### src/rtl/sine_wave_sweeper.sv
// Avalon-MM master that sweeps the sine generator FCW and reads one sample per step.
// Define SINE_SWEEP_ABORT_EN to let Abort end a sweep early; otherwise Abort is ignored.
module sine_wave_sweeper #(
    parameter int DWELL_W      = 16,
    parameter int DWELL_CYCLES = 16
) (
    input  logic        Clk,
    input  logic        ResetN,
    input  logic        Start,
    input  logic [7:0]  StartFcw,
    input  logic [7:0]  StopFcw,
    input  logic [7:0]  StepFcw,
    input  logic        Abort,
    output logic        Busy,
    output logic        Done,
    output logic        SampleValid,
    output logic [9:0]  SampleData,
    output logic [7:0]  SampleFcw,
    output logic        M_ChipSelect,
    output logic        M_Write,
    output logic        M_Read,
    output logic [1:0]  M_Address,
    output logic [31:0] M_WriteData,
    input  logic [31:0] M_ReadData,
    input  logic        M_Waitrequest
);

    typedef enum logic [3:0] {
        S_IDLE,
        S_WR_FCW,
        S_WR_RUN,
        S_DWELL,
        S_RD_REQ,
        S_RD_WAIT,
        S_STEP,
        S_WR_STOP,
        S_DONE
    } state_t;

    localparam logic [1:0] ADDR_RUN = 2'd0;
    localparam logic [1:0] ADDR_FCW = 2'd1;
    localparam logic [1:0] ADDR_SIN = 2'd2;
    localparam logic [DWELL_W-1:0] DWELL_LOAD = DWELL_W'(DWELL_CYCLES - 1);

    state_t state_q, state_d;

    logic [7:0]         cur_fcw_q, cur_fcw_d;
    logic [7:0]         stop_fcw_q, stop_fcw_d;
    logic [7:0]         step_fcw_q, step_fcw_d;
    logic               first_q, first_d;
    logic [DWELL_W-1:0] dwell_q, dwell_d;
    logic               abort_q, abort_d;

    logic               busy_q, busy_d;
    logic               done_q, done_d;
    logic               valid_q, valid_d;
    logic [9:0]         sdata_q, sdata_d;
    logic [7:0]         sfcw_q, sfcw_d;

    logic               cs_q, cs_d;
    logic               wr_q, wr_d;
    logic               rd_q, rd_d;
    logic [1:0]         addr_q, addr_d;
    logic [31:0]        wdata_q, wdata_d;

    logic               accept;
    logic               abort_req;
    logic [8:0]         next_fcw;
    logic               sweep_end;
    logic               unused_ok;

    assign accept    = cs_q && (wr_q || rd_q) && !M_Waitrequest;
    assign next_fcw  = {1'b0, cur_fcw_q} + {1'b0, step_fcw_q};
    assign sweep_end = (step_fcw_q == 8'd0) || (next_fcw > {1'b0, stop_fcw_q});
    assign unused_ok = ^{M_ReadData[31:10], Abort, abort_q};

`ifdef SINE_SWEEP_ABORT_EN
    logic abort_win;

    // Abort is only honoured in states that can still divert to the stop write.
    always_comb begin
        abort_win = 1'b0;
        unique case (state_q)
            S_WR_FCW, S_WR_RUN, S_DWELL, S_RD_REQ, S_STEP: abort_win = Abort;
            default: abort_win = 1'b0;
        endcase
    end

    assign abort_req = abort_q | abort_win;
`else
    assign abort_req = 1'b0;
`endif

    always_comb begin
        state_d    = state_q;
        cur_fcw_d  = cur_fcw_q;
        stop_fcw_d = stop_fcw_q;
        step_fcw_d = step_fcw_q;
        first_d    = first_q;
        dwell_d    = dwell_q;
        abort_d    = abort_req;
        sdata_d    = sdata_q;
        sfcw_d     = sfcw_q;
        valid_d    = 1'b0;

        unique case (state_q)
            S_IDLE: begin
                abort_d = 1'b0;
                if (Start) begin
                    cur_fcw_d  = StartFcw;
                    stop_fcw_d = StopFcw;
                    step_fcw_d = StepFcw;
                    first_d    = 1'b1;
                    state_d    = S_WR_FCW;
                end
            end
            S_WR_FCW: begin
                if (accept) begin
                    if (abort_req)    state_d = S_WR_STOP;
                    else if (first_q) state_d = S_WR_RUN;
                    else              state_d = S_DWELL;
                end
            end
            S_WR_RUN: begin
                if (accept) begin
                    first_d = 1'b0;
                    state_d = abort_req ? S_WR_STOP : S_DWELL;
                end
            end
            S_DWELL: begin
                if (abort_req)            state_d = S_WR_STOP;
                else if (dwell_q == '0)   state_d = S_RD_REQ;
                else                      dwell_d = dwell_q - 1'b1;
            end
            S_RD_REQ: begin
                if (accept) state_d = S_RD_WAIT;
            end
            S_RD_WAIT: begin
                // Fixed one-cycle read latency: data is on the bus now.
                sdata_d = M_ReadData[9:0];
                sfcw_d  = cur_fcw_q;
                valid_d = 1'b1;
                state_d = abort_req ? S_WR_STOP : S_STEP;
            end
            S_STEP: begin
                if (abort_req || sweep_end) begin
                    state_d = S_WR_STOP;
                end else begin
                    cur_fcw_d = next_fcw[7:0];
                    state_d   = S_WR_FCW;
                end
            end
            S_WR_STOP: begin
                if (accept) state_d = S_DONE;
            end
            S_DONE: begin
                abort_d = 1'b0;
                state_d = S_IDLE;
            end
            default: state_d = S_IDLE;
        endcase

        if (state_d == S_DWELL && state_q != S_DWELL) begin
            dwell_d = DWELL_LOAD;
        end
    end

    // Bus strobes are registered from the next state so they hold through stalls.
    always_comb begin
        cs_d    = 1'b0;
        wr_d    = 1'b0;
        rd_d    = 1'b0;
        addr_d  = ADDR_RUN;
        wdata_d = 32'd0;
        unique case (state_d)
            S_WR_FCW: begin
                cs_d    = 1'b1;
                wr_d    = 1'b1;
                addr_d  = ADDR_FCW;
                wdata_d = {24'd0, cur_fcw_d};
            end
            S_WR_RUN: begin
                cs_d    = 1'b1;
                wr_d    = 1'b1;
                addr_d  = ADDR_RUN;
                wdata_d = 32'd1;
            end
            S_RD_REQ: begin
                cs_d   = 1'b1;
                rd_d   = 1'b1;
                addr_d = ADDR_SIN;
            end
            S_WR_STOP: begin
                cs_d    = 1'b1;
                wr_d    = 1'b1;
                addr_d  = ADDR_RUN;
                wdata_d = 32'd0;
            end
            default: begin
                cs_d = 1'b0;
            end
        endcase
        busy_d = (state_d != S_IDLE);
        done_d = (state_d == S_DONE);
    end

    always_ff @(posedge Clk or negedge ResetN) begin
        if (!ResetN) begin
            state_q    <= S_IDLE;
            cur_fcw_q  <= 8'd0;
            stop_fcw_q <= 8'd0;
            step_fcw_q <= 8'd0;
            first_q    <= 1'b0;
            dwell_q    <= '0;
            abort_q    <= 1'b0;
            busy_q     <= 1'b0;
            done_q     <= 1'b0;
            valid_q    <= 1'b0;
            sdata_q    <= 10'd0;
            sfcw_q     <= 8'd0;
            cs_q       <= 1'b0;
            wr_q       <= 1'b0;
            rd_q       <= 1'b0;
            addr_q     <= 2'd0;
            wdata_q    <= 32'd0;
        end else begin
            state_q    <= state_d;
            cur_fcw_q  <= cur_fcw_d;
            stop_fcw_q <= stop_fcw_d;
            step_fcw_q <= step_fcw_d;
            first_q    <= first_d;
            dwell_q    <= dwell_d;
            abort_q    <= abort_d;
            busy_q     <= busy_d;
            done_q     <= done_d;
            valid_q    <= valid_d;
            sdata_q    <= sdata_d;
            sfcw_q     <= sfcw_d;
            cs_q       <= cs_d;
            wr_q       <= wr_d;
            rd_q       <= rd_d;
            addr_q     <= addr_d;
            wdata_q    <= wdata_d;
        end
    end

    assign Busy         = busy_q;
    assign Done         = done_q;
    assign SampleValid  = valid_q;
    assign SampleData   = sdata_q;
    assign SampleFcw    = sfcw_q;
    assign M_ChipSelect = cs_q;
    assign M_Write      = wr_q;
    assign M_Read       = rd_q;
    assign M_Address    = addr_q;
    assign M_WriteData  = wdata_q;

endmodule

### config.mk
export PLATFORM = sky130hd
export DESIGN_NAME = sine_wave_sweeper
export DESIGN_NICKNAME = d
export VERILOG_FILES = /design/src/rtl/sine_wave_sweeper.sv
export SDC_FILE = /design/constraint.sdc
export NUM_CORES = 1
export LEC_CHECK = 0
export CORE_AREA = 2 2 135 71
export DETAILED_ROUTE_END_ITERATION = 10
export DIE_AREA = 0 0 137 73
export PLACE_DENSITY_LB_ADDON = 0.3
export SLEW_MARGIN = 0
export SYNTH_ARGS = -nofsm -noshare
export SYNTH_HDL_FRONTEND = slang
export SYNTH_SLANG_ARGS = --single-unit
### constraint.sdc
create_clock -name Clk -period 4.2 [get_ports Clk]
set_input_delay 0.84 -clock Clk [delete_from_list [all_inputs] [get_ports Clk]]
set_output_delay 0.84 -clock Clk [all_outputs]
set_load 0.03 [all_outputs]
run_1/clk_routes.png
Bar = 50 um.
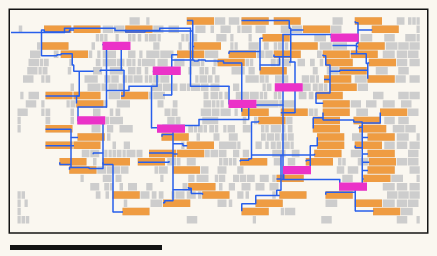
legend:
  clock wires:
    colour: blue
    length: 1020 um
  flip-flops:
    colour: orange
    count: 79
  clock drivers:
    colour: magenta
    count: 9
flops lie: spread over the die
routed clock nets: 10
worst-skew pair later-pin latency: 0.34 ns
final clock skew: 0.00584 ns
part of the power in the clock network: 0.164
clock group total power: 0.754 mW

run_1/flops_by_reg.png
Bar = 50 um. Other sequential cells in the stronger grey, the rest of the logic in the fainter grey.
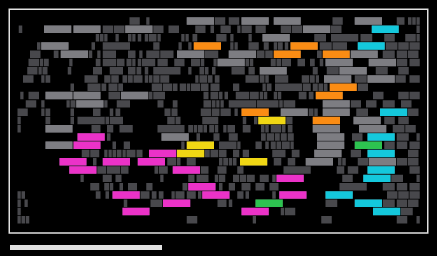
legend:
  M_Address:
    colour: green
    sequential_cells: 2
  state_q:
    colour: yellow
    sequential_cells: 4
  cur_fcw_q:
    colour: orange
    sequential_cells: 8
  SampleData:
    colour: cyan
    sequential_cells: 10
  dwell_q:
    colour: magenta
    sequential_cells: 16
not coloured: 39
sequential cell area: 1980 um2
Flop+latch power: 1.33 mW
post-layout util: 0.567
flop share of the area: 0.387

==> run summary, run 1 <==
Status of the implementation.

- The dominant delay contributor by cell family on the critical path is AND-OR/OR-AND gates, for reference.
- The sequential element share of the synthesized area is 0.483, for reference.
- Together, buffers and inverters on the worst path number 1.
- In the global route stage, met2 resource usage came out at 0.262.
- The launch point of the worst register-to-register path is recorded as cur_fcw_q[0].
- The element type at the critical path start is a register, for reference.
- The worst pin sits at a relative slew slack of 0.343.
- The run finished with clean final reports.
- Looking at the clock tree report, the H-tree level count equals 3.
- The number of synthesized register bits is around 80, for reference.
- The most instantiated flip-flop cell in the synthesis netlist is sky130_fd_sc_hd__dfrtp_1, for reference.
- The number of nets in the finished design is between 500 and 600, for reference.
- The worst hold-check slack is about 0.50 ns, for reference.
- The detailed router reports a met3 wire length of between 1 and 1.5 mm.
- Of all the cell area in the finished design, non-clock buffers hold 0.142.
- Combinational cells consume a total of approximately 2.5 mW.
- Among the stages of the critical path, the cell type that occurs most often is sky130_fd_sc_hd__ha_1.
- The number of buffers inserted during clock tree synthesis is 9, for reference.
- On met1, the global router reports a usage of 0.314.
- In this run the top signal layer used is met4.
- The longest incremental delay of any stage on the critical path is reported as about 0.5 ns.
- The synthesized-area fraction occupied by ao, oa, aoi and oai cells is 0.110, for reference.
- After floorplanning, the die was sized to cover 10000 um2.
- The final period demand of the worst path is about 3.9 ns, for reference.
- The number of pins exceeding their max-slew limit in the final report is 0, for reference.
- The global placement routability congestion is slightly above 0.9, for reference.
- The clock sink count is just under 80, for reference.
- The detail-routed via count per cell is between 5 and 6, for reference.
- The proportion of synthesized area in mux cells is 0.0544, for reference.
- The largest cell class by area is flip-flops and latches, for reference.
- The initial antenna violation count was 0.
- The global-route usage over all layers is 0.203, for reference.
- In the power breakdown, the biggest contributor is combinational logic.
- The design draws between 4 and 5 mW.
- Cell internal power was estimated by the tool at around 2.5 mW.
- In the final routing, the length of wire on met1 measures 4.87 mm.
- The critical path endpoint is M_WriteData[4], for reference.
- Of all cell types, the one taking the most synthesized area is sky130_fd_sc_hd__dfrtp_1.
- Per the hold report, the tightest min-delay path originates at SampleFcw[7].
- The prevailing logic family in the synthesized netlist is simple AND/OR/NAND/NOR gates, for reference.
- The largest buffer count on any clock path is 2, for reference.
- The multi-input gate share of total cell area is 0.369, for reference.
- Post-CTS timing repair inserted 0 buffers for setup.
- The total number of yosys warnings is 0, for reference.
- The critical path startpoint is cur_fcw_q[0], for reference.
- The detail route stage leaves a number of antenna-violating nets equal to 0.
- Counting instances, the worst hold path has a depth of 1.
- Per the layout report, the design carries 21 non-clock inverters.
- Per the OpenROAD floorplan log, the area of the core is ~9000 um2.
- The hold buffer count at cts is 0, for reference.
- Tap insertion was completed with about 120 tapcells.
- The cell-mix breakdown from Yosys lists the simple-gate area share as 0.178.
- After the flow finishes, the layout carries non-filler instances totaling between 600 and 700.
- More flip-flops sit in one register than any other, and that register is dwell_q.
- The number of filler cells placed in the layout is 788, for reference.
- Once placement finished, the instance area stood at a little under 5000 um2.
- Of the available clock period, the critical path in the final layout requires 0.922.
- The combinational gate count is approximately 300, for reference.
- The die height is approximately 73 um, for reference.
- The instance count after placement with tap cells included is a little under 600, for reference.
- The instance tally after logic synthesis is roughly 420, for reference.
- The layout has 10 clock buffers.
- After synthesis, the most frequently instantiated cells are 79 x sky130_fd_sc_hd__dfrtp_1, 57 x sky130_fd_sc_hd__nand2_1, 35 x sky130_fd_sc_hd__nor2_1.
- The worst flop-to-flop path endpoint is M_WriteData[4], for reference.
- Of all flip-flops after synthesis, the portion carrying an async set or reset was 1.00.
- The cell with the biggest individual delay on the critical path is sky130_fd_sc_hd__o31ai_1, for reference.
- The top fanout value on the critical path is 9, for reference.
- The count of input and output buffers is 71, for reference.
- The area fraction in full adders, half adders and majority gates is 0.0568, for reference.
- Of the cells placed in the final design, the portion with a size suffix greater than 1 is 0.0984.
- The area of the mapped netlist is 4090 um2, for reference.
- The switching portion of total power comes to 0.450.
- The post-synthesis cell count from yosys is around 420, for reference.
- By instance count after routing, the leading logic cell types are 79 x sky130_fd_sc_hd__dfrtp_1, 70 x sky130_fd_sc_hd__clkdlybuf4s50_1, 57 x sky130_fd_sc_hd__nand2_1.
run_1/sizes.png
Bar = 50 um.
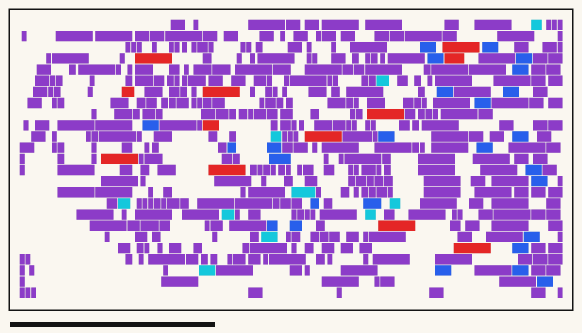
legend:
  _3 and _4 cells:
    colour: cyan
    cells: 10
    share: 2.0%
  _0 and _1 cells:
    colour: purple
    cells: 440
    share: 90%
  _6 and larger:
    colour: red
    cells: 12
    share: 2.5%
  _2 cells:
    colour: blue
    cells: 26
    share: 5.3%
Non-CTS buffers: 73
Worst Slack Setup Final: 0.327 ns
final instance area: 5110 um2
Area growth, synth to finish: 24.8%

run_1/detail.png
Region (88, 3) to (118, 33) um. Cells in grey, sequential cells in the stronger grey; small squares are vias.
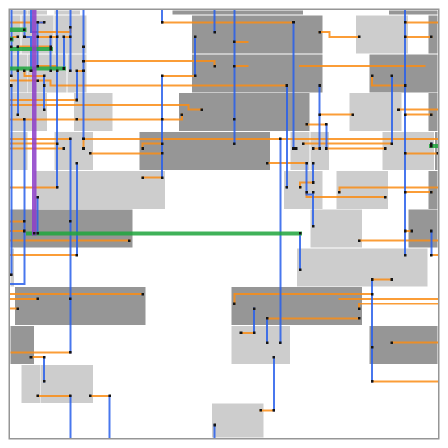

==> inputs of run 2 (changes only) <==
--- a/config.mk
+++ b/config.mk
@@ -8,6 +8,7 @@
 export CORE_AREA = 2 2 135 71
 export DETAILED_ROUTE_END_ITERATION = 10
 export DIE_AREA = 0 0 137 73
+export DONT_BUFFER_PORTS = 1
 export PLACE_DENSITY_LB_ADDON = 0.3
 export SLEW_MARGIN = 0
 export SYNTH_ARGS = -nofsm -noshare
run_2/detail.png
Region (88, 3) to (118, 33) um. Cells in grey, sequential cells in the stronger grey; small squares are vias.
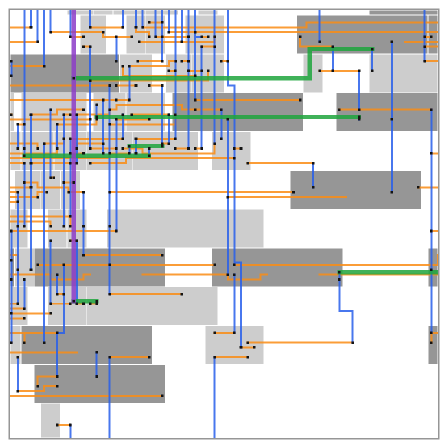
legend:
  metal 4:
    colour: purple
  metal 2:
    colour: blue
  metal 3:
    colour: green
  metal 1:
    colour: orange
most frequent: dfrtp_1 (9), nor2_1 (4), inv_1 (3)
sequential cells in the window: 9
cells with their middle in the window: 38
netlist names of flops here include: dwell_q (2), state_q (2)

==> run 2 against run 1 <==
Clock-buffer cell count unchanged. Synthesized cell count stayed put. Fmax is 1.1% higher. Largest power group unchanged. Routed wire length down 4.0%. Hold slack got worse by 0.32 ns. Sequential share of layout area up 5.9 points. Final area shrank 13%. Highest routed layer unchanged. First-iteration DRC count shrank 17%. Critical path depth grew 1. Flip-flop count stayed put. Global-route usage fell by 0.79 points.
==> run summary, run 2 <==
Status of the implementation.

- Outcome: finished clean (unchanged).
- The area of placed instances is 4110 um2 (was 4810 um2).
- The remaining antenna violation count is 0 (unchanged), for reference.
- The core utilization of the finished layout is 0.492 (was 0.567), for reference.
- The length of routed wiring on met1 is 4.60 mm (was 4.87 mm), for reference.
- The number of non-clock inverters came to 21 (unchanged).
- The number of pins exceeding their max-slew limit in the final report is 0 (unchanged).
- The cell internal power dissipation is 2.41 mW (was 2.54 mW).
- Most used cells in the layout excluding fill and tap cells: 79 x sky130_fd_sc_hd__dfrtp_1, 57 x sky130_fd_sc_hd__nand2_1, 35 x sky130_fd_sc_hd__nor2_1 (was 79 x sky130_fd_sc_hd__dfrtp_1, 70 x sky130_fd_sc_hd__clkdlybuf4s50_1, 57 x sky130_fd_sc_hd__nand2_1).
- The smallest setup slack after layout came to 0.368 ns (was 0.327 ns).
- The critical path endpoint is M_WriteData[0] (was M_WriteData[4]), for reference.
- The area fraction in and, or, nand and nor cells after synthesis is 0.178 (unchanged), for reference.
- The post-synthesis cell count from yosys is 416 (unchanged).
- The total buffers and inverters traversed by the critical path is 2 (was 1), for reference.
- The buffer share of cell area is 0.00508 (was 0.142), for reference.
- The global-route track usage on met1 is 0.296 (was 0.314), for reference.
- The total number of yosys warnings is 0 (unchanged).
- The biggest area consumer among synthesized cells was sky130_fd_sc_hd__dfrtp_1 (unchanged).
- The largest buffer count on any clock path came to 2 (unchanged).
- The top fanout value on the critical path is 9 (unchanged), for reference.
- The synthesized-area fraction occupied by ao, oa, aoi and oai cells was 0.110 (unchanged).
- The cell repeated most along the worst path is sky130_fd_sc_hd__ha_1 (unchanged).
- The instance tally after logic synthesis was 416 (unchanged).
- The total chip power is 4.44 mW (was 4.61 mW).
- The number of nets in the finished design is 492 (was 562), for reference.
- The number of filler cells placed in the layout came to 812 (was 788).
- The largest cell class by area is flip-flops and latches (unchanged), for reference.
- The cell with the biggest individual delay on the critical path is sky130_fd_sc_hd__dfrtp_1 (was sky130_fd_sc_hd__o31ai_1), for reference.
- The die height is 73 um (unchanged), for reference.
- The global placement routability congestion came to 0.834 (was 0.909).
- The dominant delay contributor by cell family on the critical path is AND-OR/OR-AND gates (unchanged).
- The post-CTS repair timing setup buffer count is 0 (unchanged), for reference.
- The placeable core area is 9010 um2 (unchanged), for reference.
- The met2 global-route usage came to 0.258 (was 0.262).
- The area of the mapped netlist is 4090 um2 (unchanged).
- The layout cell share with drive strength beyond 1 is 0.110 (was 0.0984), for reference.
- The top metal layer carrying routed signals is met4 (unchanged).
- The final worst-path cycle share is 0.912 (was 0.922), for reference.
- The die area is 10000 um2 (unchanged), for reference.
- The combinational gate count is 299 (unchanged).
- The register containing the most flip-flops in the final layout is dwell_q (unchanged).
- The initial antenna violation count was 0 (unchanged).
- The insertion delay at the late pin of the worst-skew pair is 0.34 ns (about the same), for reference.
- The number of synthesized register bits came to 79 (unchanged).
- The dominant power group is combinational logic (unchanged), for reference.
- The count of input and output buffers is 0 (was 71), for reference.
- The detailed route wirelength on metal3 is 1.06 mm (was 1.04 mm).
- The power consumed by combinational cells is 2.00 mW (was 2.53 mW), for reference.
- The flip-flop and latch power is 1.60 mW (was 1.33 mW), for reference.
- The most instantiated flip-flop cell in the synthesis netlist was sky130_fd_sc_hd__dfrtp_1 (unchanged).
- The hold buffer count at cts came to 0 (unchanged).
- The non-filler instance count after layout is 539 (was 609), for reference.
- The instance count after placement with tap cells included is 523 (was 593).
- The final period demand of the worst path is 3.83 ns (was 3.87 ns), for reference.
- The area fraction in full adders, half adders and majority gates is 0.0568 (unchanged), for reference.
- The clock network power share is 0.190 (was 0.164).
- The number of tapcells was 121 (unchanged).
- The multi-input gate share of total cell area came to 0.424 (was 0.369).
- The element type at the critical path start is a register (unchanged).
- The prevailing logic family in the synthesized netlist is simple AND/OR/NAND/NOR gates (unchanged).
- The sequential element share of the synthesized area is 0.483 (unchanged).
- The sequential portion of the cell area is 0.446 (was 0.387).
- The largest incremental delay on the critical path is 0.42 ns (was 0.49 ns).
- The synthesis-to-layout area growth was 8.31% (was 24.8%).
- The worst hold-check slack was 0.189 ns (was 0.504 ns).
run_2/clocks.png
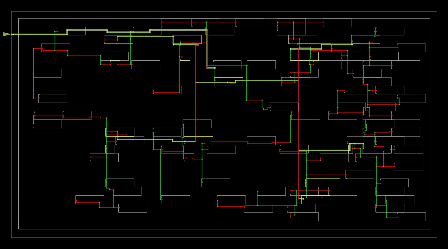
clock group total power: 0.845 mW
clock buffer count: 10
TritonCTS buffer count: 9
Sink Count: 79

run_2/sizes.png
Bar = 50 um.
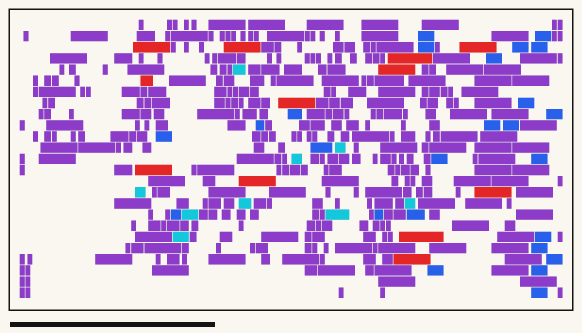

==> inputs of run 3 (changes only) <==
==> constraint.sdc (replaced) <==
create_clock -name Clk -period 3.6 [get_ports Clk]
set_input_delay 0.72 -clock Clk [delete_from_list [all_inputs] [get_ports Clk]]
set_output_delay 0.72 -clock Clk [all_outputs]
set_load 0.03 [all_outputs]
run_3/sizes.png
Bar = 50 um.
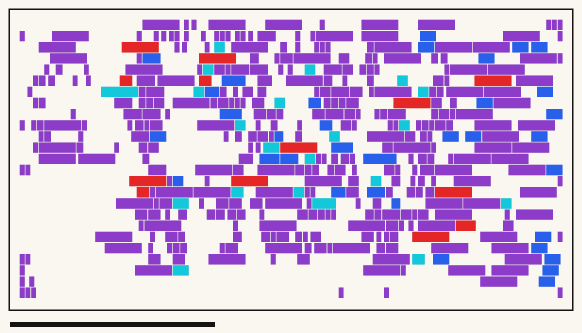
legend:
  _6 and larger:
    colour: red
    cells: 13
    share: 3.0%
  _3 and _4 cells:
    colour: cyan
    cells: 21
    share: 4.9%
  _2 cells:
    colour: blue
    cells: 34
    share: 7.9%
  _0 and _1 cells:
    colour: purple
    cells: 360
    share: 84%
Worst Slack Setup Final: 0.126 ns
final instance area: 4530 um2

run_3/detail.png
Region (88, 3) to (118, 33) um. Cells in grey, sequential cells in the stronger grey; small squares are vias.
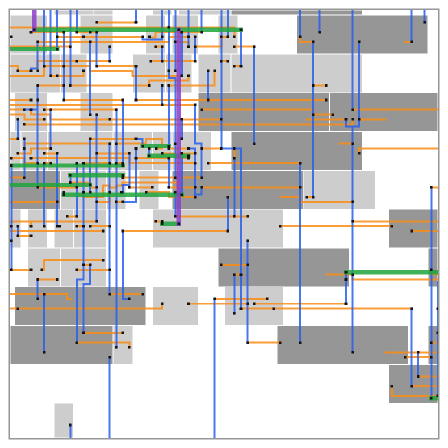
legend:
  metal 4:
    colour: purple
  metal 2:
    colour: blue
  metal 1:
    colour: orange
  metal 3:
    colour: green
netlist names of flops here include: dwell_q (2)
most frequent: dfrtp_1 (9), nor2_1 (4)
cells with their middle in the window: 41
sequential cells in the window: 9

==> run 3 against run 2 <==
Fmax grew 10%. Clock-buffer cell count unchanged. Clock skew up 0.0021 ns. Combinational power is 35% higher. Routed wire length rose by 3.1%. Via count is 2.5% higher.
==> run summary, run 3 <==
Status of the implementation.

- Outcome: finished clean (unchanged).
- The cell internal power dissipation was 2.91 mW (was 2.41 mW).
- The post-synthesis cell count from yosys is 416 (unchanged).
- The largest buffer count on any clock path is 2 (unchanged).
- The beginning of the worst register-to-register path is step_fcw_q[0] (was cur_fcw_q[0]).
- The number of non-clock inverters is 21 (unchanged), for reference.
- The global-route track usage on met1 came to 0.304 (was 0.296).
- The clock network power consumption is 0.868 mW (was 0.845 mW), for reference.
- The routed wire length was 9.50 mm (was 9.21 mm).
- The post-CTS repair timing setup buffer count came to 0 (unchanged).
- The instance count after placement with tap cells included is 532 (was 523), for reference.
- The count of warning messages emitted by the tools was 49 (unchanged).
- The register cell area after layout is 1980 um2 (unchanged), for reference.
- The number of filler cells placed in the layout is 816 (was 812), for reference.
- The layout cell share with drive strength beyond 1 is 0.159 (was 0.110), for reference.
- The sequential portion of the cell area is 0.436 (was 0.446), for reference.
- The instance tally after logic synthesis is 416 (unchanged), for reference.
- The cell with the biggest individual delay on the critical path is sky130_fd_sc_hd__or4_1 (was sky130_fd_sc_hd__dfrtp_1), for reference.
- The number of tapcells is 121 (unchanged), for reference.
- The area of the mapped netlist came to 4090 um2 (unchanged).
- The prevailing logic family in the synthesized netlist is simple AND/OR/NAND/NOR gates (unchanged).
- The post-route setup TNS was 0 ns (unchanged).
- The share of the synthesized area in the top cell type came to 0.483 (unchanged).
- The combinational cell fraction of total power is 0.496 (was 0.451), for reference.
- The horizontal die dimension was 137 um (unchanged).
- The critical path startpoint is step_fcw_q[0] (was cur_fcw_q[0]).
- The die height was 73 um (unchanged).
- The number of clock-tree buffers in the layout is 10 (unchanged), for reference.
- The global-route usage over all layers is 0.197 (was 0.195), for reference.
- The detailed route wirelength on metal3 is 959 um (was 1.06 mm).
- The flip-flop and latch power is 1.86 mW (was 1.60 mW).
- The maximum level of the CTS H-tree is 3 (unchanged), for reference.
- The number of synthesized register bits is 79 (unchanged).
- The die area is 10000 um2 (unchanged), for reference.
- The relative max-transition margin is 0.391 (was 0.388).
- The final routed wire length divided by cell count is 17.3 um (was 17.1 um), for reference.
- The cell row count is 25 (unchanged), for reference.
- The async set-or-reset flop fraction in the synthesized netlist is 1.00 (unchanged), for reference.
- The top fanout value on the critical path was 3 (was 9).
- The biggest area consumer among synthesized cells was sky130_fd_sc_hd__dfrtp_1 (unchanged).
- The upper clock frequency limit came to 288 MHz (was 261 MHz).
- The detail-routed via count per cell is 5.48 (was 5.44), for reference.
- Setup repair after global routing missed its margin: false (unchanged).
- The area fraction in full adders, half adders and majority gates is 0.0568 (unchanged), for reference.
- The number of hold violations in the final report is 0 (unchanged), for reference.
- The power consumed by combinational cells is 2.69 mW (was 2.00 mW).
- The count of input and output buffers came to 0 (unchanged).
- The number of logic stages on the critical path including buffering was 14 (was 15).
- The dominant delay contributor by cell family on the critical path is AND-OR/OR-AND gates (unchanged).
- The class of the worst hold path is input pin to asynchronous set/reset pin (unchanged).
- The largest incremental delay on the critical path is 0.43 ns (was 0.42 ns), for reference.
- The buffer share of cell area is 0.0215 (was 0.00508), for reference.
- The number of pins exceeding their max-slew limit in the final report is 0 (unchanged), for reference.
- The slew at the pin closest to its max-slew limit is 0.911 ns (was 0.916 ns), for reference.
- The critical path endpoint is M_WriteData[0] (unchanged), for reference.
- The insertion delay at the late pin of the worst-skew pair is 0.34 ns (about the same).
- The non-filler instance count after layout came to 549 (was 539).
- The worst hold-check slack is 0.0713 ns (was 0.189 ns), for reference.
- The element type at the critical path start was a register (unchanged).
- The area of placed instances came to 4180 um2 (was 4110 um2).
- The hold buffer count at cts is 0 (unchanged), for reference.
- The worst flop-to-flop path endpoint was M_WriteData[0] (unchanged).
- The mean instance size in the synthesized netlist is 9.84 um2 (unchanged), for reference.
- The top metal layer carrying routed signals is met4 (unchanged).
- Most used cells in the layout excluding fill and tap cells: 79 x sky130_fd_sc_hd__dfrtp_1, 57 x sky130_fd_sc_hd__nand2_1, 35 x sky130_fd_sc_hd__nor2_1 (unchanged).
- The iteration-0 DRC count of the detailed router is 242 (was 224), for reference.
- The cell count of the worst reg-to-reg path is 14 (was 15), for reference.
- The area fraction in and, or, nand and nor cells after synthesis is 0.178 (unchanged), for reference.
- The final worst-path cycle share was 0.965 (was 0.912).
- The synthesized-area fraction occupied by ao, oa, aoi and oai cells came to 0.110 (unchanged).
- The post-synth area from yosys stat is 4090 um2 (unchanged).
- The total number of yosys warnings is 0 (unchanged).
- The synthesis-to-layout area growth was 10.7% (was 8.31%).
- The number of buffers inserted during clock tree synthesis is 9 (unchanged), for reference.
- The clock sink count is 79 (unchanged), for reference.
- The number of vias in the routed layout is 3007 (was 2934), for reference.
- The multi-input gate share of total cell area is 0.427 (was 0.424), for reference.
- The final setup skew was 0.00709 ns (was 0.00499 ns).
- Synth top cells by count: 79 x sky130_fd_sc_hd__dfrtp_1, 57 x sky130_fd_sc_hd__nand2_1, 35 x sky130_fd_sc_hd__nor2_1 (unchanged).
- The largest cell class by area is flip-flops and latches (unchanged), for reference.
- The share of total power consumed by net switching was 0.462 (was 0.458).
- The sequential element share of the synthesized area is 0.483 (unchanged), for reference.
- The met2 wire length came to 3.59 mm (was 3.45 mm).
- The post-CTS clock slew at the launch and capture registers of the worst setup and hold paths was 0.06 ns (about the same).
- The core utilization of the finished layout is 0.503 (was 0.492), for reference.
- The global placement routability congestion came to 0.828 (was 0.834).
- The via count of the first global-routing pass was 2784 (was 2799).
- The total chip power is 5.41 mW (was 4.44 mW), for reference.
- The total buffers and inverters traversed by the critical path was 1 (was 2).
- The dominant power group is combinational logic (unchanged), for reference.
- The proportion of synthesized area in mux cells is 0.0544 (unchanged), for reference.
- The number of nets in the finished design is 502 (was 492), for reference.
- The length of routed wiring on met1 is 4.86 mm (was 4.60 mm), for reference.
- The combinational gate count is 299 (unchanged), for reference.
- The final period demand of the worst path is 3.47 ns (was 3.83 ns), for reference.
- The clock network power share is 0.161 (was 0.190).
- The data arrival time of the worst path is 3.69 ns (was 4.09 ns), for reference.
- The register containing the most flip-flops in the final layout was dwell_q (unchanged).
- The top cell type by instance count after synthesis is sky130_fd_sc_hd__dfrtp_1 (unchanged), for reference.
- The remaining antenna violation count is 0 (unchanged), for reference.
- The initial antenna violation count is 0 (unchanged).
- The met2 global-route usage is 0.258 (unchanged), for reference.
- The worst ir drop on vdd is 0.489 mV (was 0.340 mV), for reference.
- The count of non-CTS buffers in the layout is 13 (was 3), for reference.
- The most instantiated flip-flop cell in the synthesis netlist was sky130_fd_sc_hd__dfrtp_1 (unchanged).
- The half-perimeter wire length after detailed placement is 7.04 mm (was 6.91 mm), for reference.
- The placeable core area is 9010 um2 (unchanged), for reference.
Power figures rest on the tool's default switching activity, not on a simulated workload.
